### Layout detail, run 1

Region (60, 36) to (80, 56) um. Cells in gray, sequential cells in the stronger gray; small squares are vias.
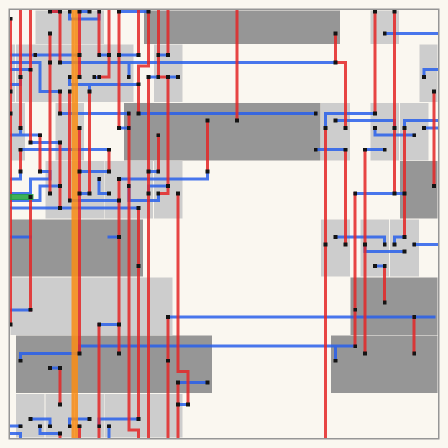
### Clock wires, drivers and flops, run 1

(2 px per um)
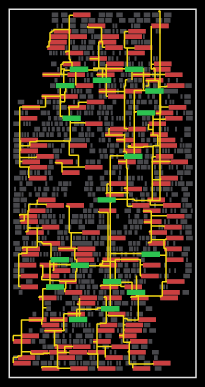
### Metal layers overlaid, run 1

(3 px per um)
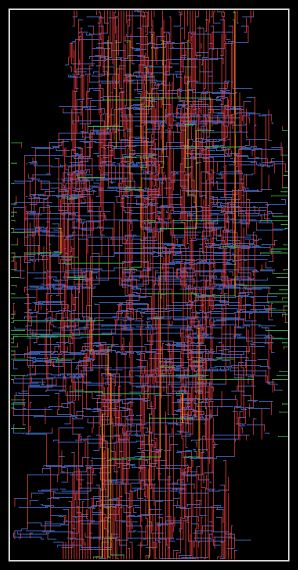
<file path="config.mk">
export PLATFORM = sky130hd
export DESIGN_NAME = instr_rom_fetch
export DESIGN_NICKNAME = d
export VERILOG_FILES = /design/src/rtl/instr_rom_fetch.sv
export SDC_FILE = /design/constraint.sdc
export NUM_CORES = 1
export LEC_CHECK = 0
export CORE_ASPECT_RATIO = 2
export CORE_UTILIZATION = 45
export DETAILED_ROUTE_END_ITERATION = 16
export PLACE_DENSITY = 0.75
export SLEW_MARGIN = 20
export SYNTH_ARGS = -nofsm -noshare
export SYNTH_HDL_FRONTEND = slang
export SYNTH_SLANG_ARGS = --single-unit
</file>
<file path="constraint.sdc">
create_clock -name clk -period 3.9 [get_ports clk]
set_clock_uncertainty 0.2 [all_clocks]
set_input_delay 0.78 -clock clk [delete_from_list [all_inputs] [get_ports clk]]
set_output_delay 0.78 -clock clk [all_outputs]
set_load 0.005 [all_outputs]
</file>
<file path="src/rtl/instr_rom_fetch.sv">
// Instruction ROM with an integrated fetch sequencer.
// Holds the program counter, reads one word per accepted fetch and presents
// it over a valid/ready handshake. Supports branch redirect, fetch gating and
// an out-of-range fault that parks the sequencer in HALT until a redirect.
module instr_rom_fetch #(
    parameter int                 DATA_W    = 32,
    parameter int                 ADDR_W    = 64,
    parameter int                 DEPTH     = 16,
    parameter logic [DATA_W-1:0]  FILL_WORD = DATA_W'(32'hD503201F),
    parameter logic [DATA_W-1:0]  OOR_WORD  = '0,
    parameter logic [ADDR_W-1:0]  RESET_PC  = '0
) (
    input  logic              clk,
    input  logic              rst_n,
    input  logic              fetch_en,
    input  logic              redirect_valid,
    input  logic [ADDR_W-1:0] redirect_pc,
    input  logic              instr_ready,
    output logic              instr_valid,
    output logic [DATA_W-1:0] instr,
    output logic [ADDR_W-1:0] instr_pc,
    output logic              instr_fault,
    output logic              halted
);

    localparam int                BYTES      = DATA_W / 8;
    localparam int                ALIGN      = $clog2(BYTES);
    localparam logic [ADDR_W-1:0] ALIGN_MASK = ~(ADDR_W'(BYTES - 1));
    localparam logic [ADDR_W-1:0] PC_STEP    = ADDR_W'(BYTES);
    localparam logic [ADDR_W-1:0] DEPTH_A    = ADDR_W'(DEPTH);
    localparam logic [ADDR_W-1:0] RESET_PC_A = RESET_PC & ALIGN_MASK;

    typedef enum logic [0:0] {
        ST_FETCH = 1'b0,
        ST_HALT  = 1'b1
    } state_t;

    // ROM contents are an arithmetic fill: entry i = FILL_WORD + i (mod 2^DATA_W).
    function automatic logic [DATA_W-1:0] rom_word(input logic [ADDR_W-1:0] idx);
        return FILL_WORD + DATA_W'(idx);
    endfunction

    // A word index at or beyond DEPTH has no backing storage.
    function automatic logic idx_oor(input logic [ADDR_W-1:0] idx);
        return (idx >= DEPTH_A);
    endfunction

    state_t              state_r, state_n;
    logic [ADDR_W-1:0]   pc_r, pc_n;
    logic                valid_r, valid_n;
    logic [DATA_W-1:0]   instr_r, instr_n;
    logic [ADDR_W-1:0]   instr_pc_r, instr_pc_n;
    logic                fault_r, fault_n;
    logic                halted_r, halted_n;
    logic [ADDR_W-1:0]   idx_s;
    logic                oor_s;
    logic                slot_free_s;

    assign idx_s       = pc_r >> ALIGN;
    assign oor_s       = idx_oor(idx_s);
    assign slot_free_s = ~valid_r | instr_ready;

    // Next-state and next-output decode; redirect overrides everything.
    always_comb begin
        state_n    = state_r;
        pc_n       = pc_r;
        valid_n    = valid_r;
        instr_n    = instr_r;
        instr_pc_n = instr_pc_r;
        fault_n    = fault_r;
        if (redirect_valid) begin
            // Flush any pending word and restart from the aligned target.
            valid_n = 1'b0;
            pc_n    = redirect_pc & ALIGN_MASK;
            state_n = ST_FETCH;
        end else begin
            case (state_r)
                ST_FETCH: begin
                    if (slot_free_s) begin
                        if (fetch_en) begin
                            instr_n    = oor_s ? OOR_WORD : rom_word(idx_s);
                            instr_pc_n = pc_r;
                            fault_n    = oor_s;
                            valid_n    = 1'b1;
                            pc_n       = pc_r + PC_STEP;
                            if (oor_s) begin
                                state_n = ST_HALT;
                            end else begin
                                state_n = ST_FETCH;
                            end
                        end else begin
                            // Gated: retire a consumed word, never drop an unconsumed one.
                            valid_n = 1'b0;
                        end
                    end else begin
                        // Back-pressured: everything holds so the word stays stable.
                        valid_n = valid_r;
                    end
                end
                ST_HALT: begin
                    if (slot_free_s) begin
                        valid_n = 1'b0;
                    end else begin
                        valid_n = valid_r;
                    end
                end
                default: begin
                    state_n = ST_FETCH;
                    valid_n = 1'b0;
                end
            endcase
        end
        halted_n = (state_n == ST_HALT);
    end

    // State, program counter and registered output slot.
    always_ff @(posedge clk or negedge rst_n) begin
        if (!rst_n) begin
            state_r    <= ST_FETCH;
            pc_r       <= RESET_PC_A;
            valid_r    <= 1'b0;
            instr_r    <= '0;
            instr_pc_r <= '0;
            fault_r    <= 1'b0;
            halted_r   <= 1'b0;
        end else begin
            state_r    <= state_n;
            pc_r       <= pc_n;
            valid_r    <= valid_n;
            instr_r    <= instr_n;
            instr_pc_r <= instr_pc_n;
            fault_r    <= fault_n;
            halted_r   <= halted_n;
        end
    end

    assign instr_valid = valid_r;
    assign instr       = instr_r;
    assign instr_pc    = instr_pc_r;
    assign instr_fault = fault_r;
    assign halted      = halted_r;

endmodule

</file>
==> impl_metrics.env, run 1 <==
# source this file to load flow results
export IMPL_outcome="complete, no violations"
export IMPL_vdd_drop_max_uv=286
export IMPL_period_minus_slack_ns=3.16
export IMPL_fin_crit_sh_pct=80.9
export IMPL_io_pins=168
export IMPL_buffer_area_share_pct=17.8
export IMPL_postLayoutSetupSlackWorst_ns=0.743
export IMPL_gr_usage_met2_pct=44.3
export IMPL_tritoncts="done"
export IMPL_p_seq_share_pct=46.3
export IMPL_ys_cells=840
export IMPL_drc=0
export IMPL_crit_path_frequent_cell="or4_1"
export IMPL_cts_resized=0
export IMPL_io_buffer_count=163
export IMPL_synth_cells=840
export IMPL_nMultiInputCombCells=614
export IMPL_comb_area_um2=3160
export IMPL_place_congestion=0.860
export IMPL_use_met3_pct=4.44
export IMPL_cp_start_kind="flop"
export IMPL_cp_required_ns=4.05
export IMPL_grt_pass1_wl_mm=32.3
export IMPL_avgSynthCellArea_um2=8.81
export IMPL_powerComb_w=0.000730
export IMPL_cts_root_buf="clkbuf_16"
export IMPL_regToRegSetupSlack_ns=0.74
export IMPL_seq_power_w=0.00203
export IMPL_ys_ff=159
export IMPL_critPathMaxStageDelay_ns=0.83
export IMPL_core_um2=16200
export IMPL_place_hpwl_mm=14.1
export IMPL_grt_setup_unrepaired="no"
export IMPL_core_util_floorplan_pct=45.7
export IMPL_fp_dieH_um=183
export IMPL_cts_setup_buffers=0
export IMPL_vias=6493
export IMPL_area_growth_pct=31.5
export IMPL_cts_max_level=4
export IMPL_clkSlewWorstSetupHoldPaths_ns=0.06
export IMPL_hp_class="input pin to async pin"
export IMPL_slew_viol_final=0
export IMPL_finalSetupViolCount=0
export IMPL_warnings=34
export IMPL_yosys_area_um2=7400
export IMPL_ys_types=35
export IMPL_antenna_found_initial=1
export IMPL_p_clk_share_pct=37.0
export IMPL_critPathArrivalTime_ns=3.31
export IMPL_critPathBufInv=0
export IMPL_combPwrFrac_pct=16.7
export IMPL_layout_drive_gt1_share_pct=4.67
export IMPL_insertion_delay_ns=0.42
export IMPL_die_area_um2=17000
export IMPL_cp_end_kind="flop"
export IMPL_async_flop_share_pct=100
export IMPL_drtIter0Drc=289
export IMPL_clock_buffers=19
export IMPL_slowest_stage="or4_1"
export IMPL_swShare_pct=27.0
export IMPL_num_antenna_cells=2
export IMPL_post_place_ws_ns=0.470
export IMPL_p_sw_w=0.00118
export IMPL_critPathMaxFanout=19
export IMPL_seq_cells=159
export IMPL_grt_max_degree=101
export IMPL_finalHoldViolations=0
export IMPL_ff_type="dfrtp_1"
export IMPL_mostFrequentLayoutCell="nand2_1"
export IMPL_sh_comb_area_pct=32.5
export IMPL_max_freq_ghz=0.317
export IMPL_cts_buffers_inserted=17
export IMPL_grt_pass1_vias=6317
export IMPL_nonClockBufferCount=173
export IMPL_maxCapViolCount=0
export IMPL_regArea_um2=3980
export IMPL_grt_busiest_layer="met2"
export IMPL_row_count=66
export IMPL_ys_seq_share_pct=53.8
export IMPL_path_class="flop to flop"
export IMPL_final_cell_mix="262 x nand2_1, 161 x clkdlybuf4s50_1, 159 x dfrtp_1"
export IMPL_viasPerCell=5.45
export IMPL_ctsHoldBuffers=0
export IMPL_yosys_warnings=0
export IMPL_cts_sinks=159
export IMPL_seq_area_share_pct=40.9
export IMPL_crit_family="simple AND/OR/NAND/NOR gates"
About 'Layout detail':
Green shows met3. Blue shows met1. Orange shows met4. Red shows met2.
28 logic cells have their middle in the window. Most frequent: nand2_1 (12), dfrtp_1 (5), nor2_1 (3). Sequential cells in the window: 5. Netlist names of flops here include pc_r (3), instr_pc (2).

About 'Clock wires, drivers and flops':
Red shows flip-flops, count 159. Green shows cells driving clock nets, count 17. Yellow shows clock wires, length 1,910 um.
Position of the flops: all over the die. There are 18 routed clock nets.

About 'Metal layers overlaid':
Green shows met3, wire length 681 um. Orange shows met4, wire length 839 um. Blue shows met1, wire length 7,750 um. Red shows met2, wire length 10,900 um.

-- run 1: sequential cells by signal (all words and copies together) (netlist names) --
register / cells
instr_fault: 1
halted: 1
instr_valid: 1
pc_r: 62
instr_pc: 62
instr: 32
-- run 1: cell families after synthesis --
family	after synthesis	share of synthesized area, %
compound gates	105	8.32
fa+ha+maj	3	0.507
simple gates	466	29.2
other cells	1	0.0507
buf+inv	68	3.67
xor+xnor	38	4.50
flops	159	53.8
-- run 1: final timing paths --
| path | end | cells after the start | startpoint |
|---|---|---|---|
| worst max-delay path | pc_r[50] | 5 | pc_r[6] |
| max in group asynchronous | pc_r[7] | 2 | rst_n |
| min in group clk | instr_pc[6] | 2 | instr_pc[6] |
| worst min-delay path | instr_pc[44] | 1 | rst_n |
| worst min register to register | instr_pc[6] | 2 | instr_pc[6] |
| worst max register to register | pc_r[50] | 5 | pc_r[6] |
-- run 1: metrics by stage --
stage	hold WS (ns)	total power (W)	instances	util [%]	cell area, um2
after floorplan	0.270	0.00230	841	-	7400
after global placement	0.257	0.00277	1157	56.5	9150
after detailed placement	0.261	0.00279	1157	56.5	9150
after CTS	0.136	0.00442	1189	60.1	9720
after global routing	0.164	0.00458	1190	60.1	9730
final	0.123	0.00438	1191	60.1	9730
-- run 1: cell usage after synthesis (all sizes together), types with 16 or more instances --
library cell	instances	area [um2]
nor2	34	128
clkbuf	50	188
or3	16	100
nor4	31	194
nand3	28	140
o21ai	56	280
nand4	19	119
dfrtp	159	3980
nand2	263	987
xnor2	28	245
nor2b	20	125
a31oi	24	150
-- run 1: metal layers --
layer | vias up | share of wire (%)
li1 | 3126 | -
met1 | 3136 | 38
met2 | 179 | 54
met3 | 52 | 3.4
met4 | 0 | 4.2
met5 | - | 0
### Routing congestion map, run 1

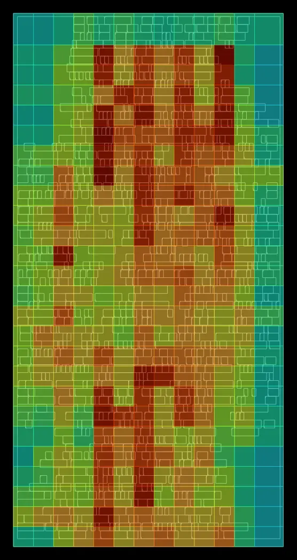

==> run 2: changes to the inputs <==
- clock period: 3.9 -> 3.1 ns (I/O delays scaled with it)
### Routing congestion map, run 2

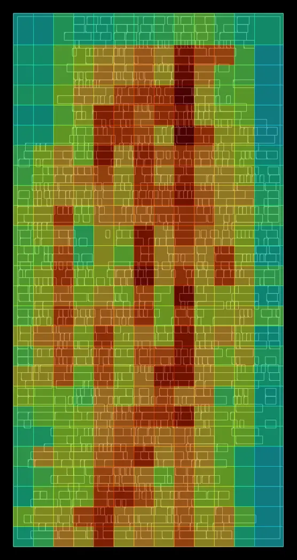
GR Layer Usage met2: 43.7%
final core occ: 61.4%
global route hottest layer: met2

==> run 2 against run 1 <==
Compared with the run above: hold slack improved by 0.15 ns; via count increased by 0.54%; register-to-register slack got worse by 0.48 ns; flip-flop count unchanged; synthesized cell count unchanged; critical endpoint is now pc_r[52]; highest routed layer unchanged.
==> impl_metrics.env, run 2 <==
# source this file to load flow results
export IMPL_maxCapViolCount=0
export IMPL_vias=6528
export IMPL_outcome="complete, no violations"
export IMPL_tritoncts="done"
export IMPL_io_buffer_count=163
export IMPL_common_cells="263 x nand2_1, 159 x dfrtp_1, 56 x o21ai_0"
export IMPL_grt_pass1_wl_mm=32.2
export IMPL_finalHoldViolations=0
export IMPL_dpl_cell_area_um2=9320
export IMPL_critPathBufInv=1
export IMPL_cts_root_buf="clkbuf_16"
export IMPL_regToRegSetupSlack_ns=0.26
export IMPL_powerComb_w=0.000962
export IMPL_p_clk_share_pct=38.0
export IMPL_ys_types=35
export IMPL_fin_crit_sh_pct=91.6
export IMPL_avgSynthCellArea_um2=8.81
export IMPL_cp_start_kind="flop"
export IMPL_grt_max_degree=97
export IMPL_min_to="instr_pc[62]"
export IMPL_layout_drive_gt1_share_pct=6.67
export IMPL_warnings=31
export IMPL_use_met3_pct=5.02
export IMPL_routed_wl_met2_mm=10.7
export IMPL_fin_total_pwr_w=0.00563
export IMPL_drtIter0Drc=448
export IMPL_synth_cells=840
export IMPL_wl_met1_mm=7.65
export IMPL_core_util_floorplan_pct=45.7
export IMPL_ys_seq_share_pct=53.8
export IMPL_cts_buffers_inserted=17
export IMPL_insertion_delay_ns=0.43
export IMPL_critPathMaxFanout=19
export IMPL_finalSetupViolCount=0
export IMPL_crit_family="simple AND/OR/NAND/NOR gates"
export IMPL_yosys_warnings=0
export IMPL_period_minus_slack_ns=2.84
export IMPL_max_freq_ghz=0.352
export IMPL_ys_cells=840
export IMPL_top_cell="nand2_1"
export IMPL_fp_dieH_um=183
export IMPL_grt_setup_unrepaired="no"
export IMPL_grt_pass1_vias=6286
export IMPL_cp_required_ns=3.25
export IMPL_yosys_area_um2=7400
export IMPL_hp_class="flop to flop"
export IMPL_final_cell_mix="262 x nand2_1, 161 x clkdlybuf4s50_1, 159 x dfrtp_1"
export IMPL_drc=0
export IMPL_slew_viol_final=0
export IMPL_highest_layer="met4"
export IMPL_cts_max_level=4
export IMPL_area_growth_pct=34.2
export IMPL_io_pins=168
export IMPL_antenna_found_initial=2
export IMPL_area_leaders="dfrtp_1 54%, nand2_1 13%, o21ai_0 3.8%, xnor2_1 3.3%, nor4_1 2.6%"
export IMPL_mostFrequentLayoutCell="nand2_1"
export IMPL_seq_power_w=0.00253
export IMPL_core_um2=16200
export IMPL_postLayoutSetupSlackWorst_ns=0.262
export IMPL_swShare_pct=27.7
export IMPL_hold_depth=2
export IMPL_vdd_drop_max_uv=485
==> run 2: cell types whose count changed in the layout (fill, tap and decap cells not counted), moves of 2 or more <==
cell / previous run / this run
buf_12: 2 / 4
buf_4: 8 / 25
clkbuf_1: 2 / 0
clkinv_2: 2 / 0
clkinvlp_4: 6 / 2
inv_6: 1 / 7
==> run 2: worst max path at each step <==
| stage | end | depth (start not counted) |
|---|---|---|
| 6_report | pc_r[52] | 6 |
| 3_5_place_dp | pc_r[58] | 7 |
| 2_1_floorplan | pc_r[50] | 8 |
| 4_1_cts | pc_r[52] | 6 |
| 3_3_place_gp | pc_r[62] | 7 |
| 5_1_grt | pc_r[50] | 6 |
==> run 2: final cells by class <==
class                   instances  area (um2)
repair buffers                193        1910
fillers                      1432        6250
clock buffers                  17         425
inverters                       7        26.3
multi-input cells             614        3160
diodes                          2        5.00
flip-flops and latches        159        3980
well taps                     204         255
clock inverters                15         174
==> run 2: logic make-up (layout without fill, tap and decap cells) <==
group	count (synthesis)	after routing	synth area share, %
buffers and inverters	68	232	3.67
other	1	4	0.0507
adders and majority gates	3	3	0.507
AOI/OAI and AO/OA	105	105	8.32
and+or+nand+nor	466	466	29.2
DFF	159	159	53.8
xor gates and xnor gates	38	38	4.50
==> run 2: worst min-delay path, delay by kind of cell, from the launching register on <==
| family | cells | cell delay [ns] |
|---|---|---|
| flops | 1 | 0.34 |
| simple gates | 2 | 0.10 |
==> run 2: per-stage QoR <==
stage	setup TNS [ns]	hold WS, ns	cells
3_5_place_dp	-0.0428	0.219	1176
2_1_floorplan	0	0.124	841
3_3_place_gp	0	0.219	1176
6_report	0	0.272	1211
4_1_cts	0	0.278	1209
5_1_grt	0	0.301	1211
==> run 2: what timing repair did <==
action	CTS	global route
resized	0	0
buffers inserted	0	0
endpoints found under the hold margin	4	0
hold buffers	1	0
No activity file was given, so power comes from the tool's default toggle rates.
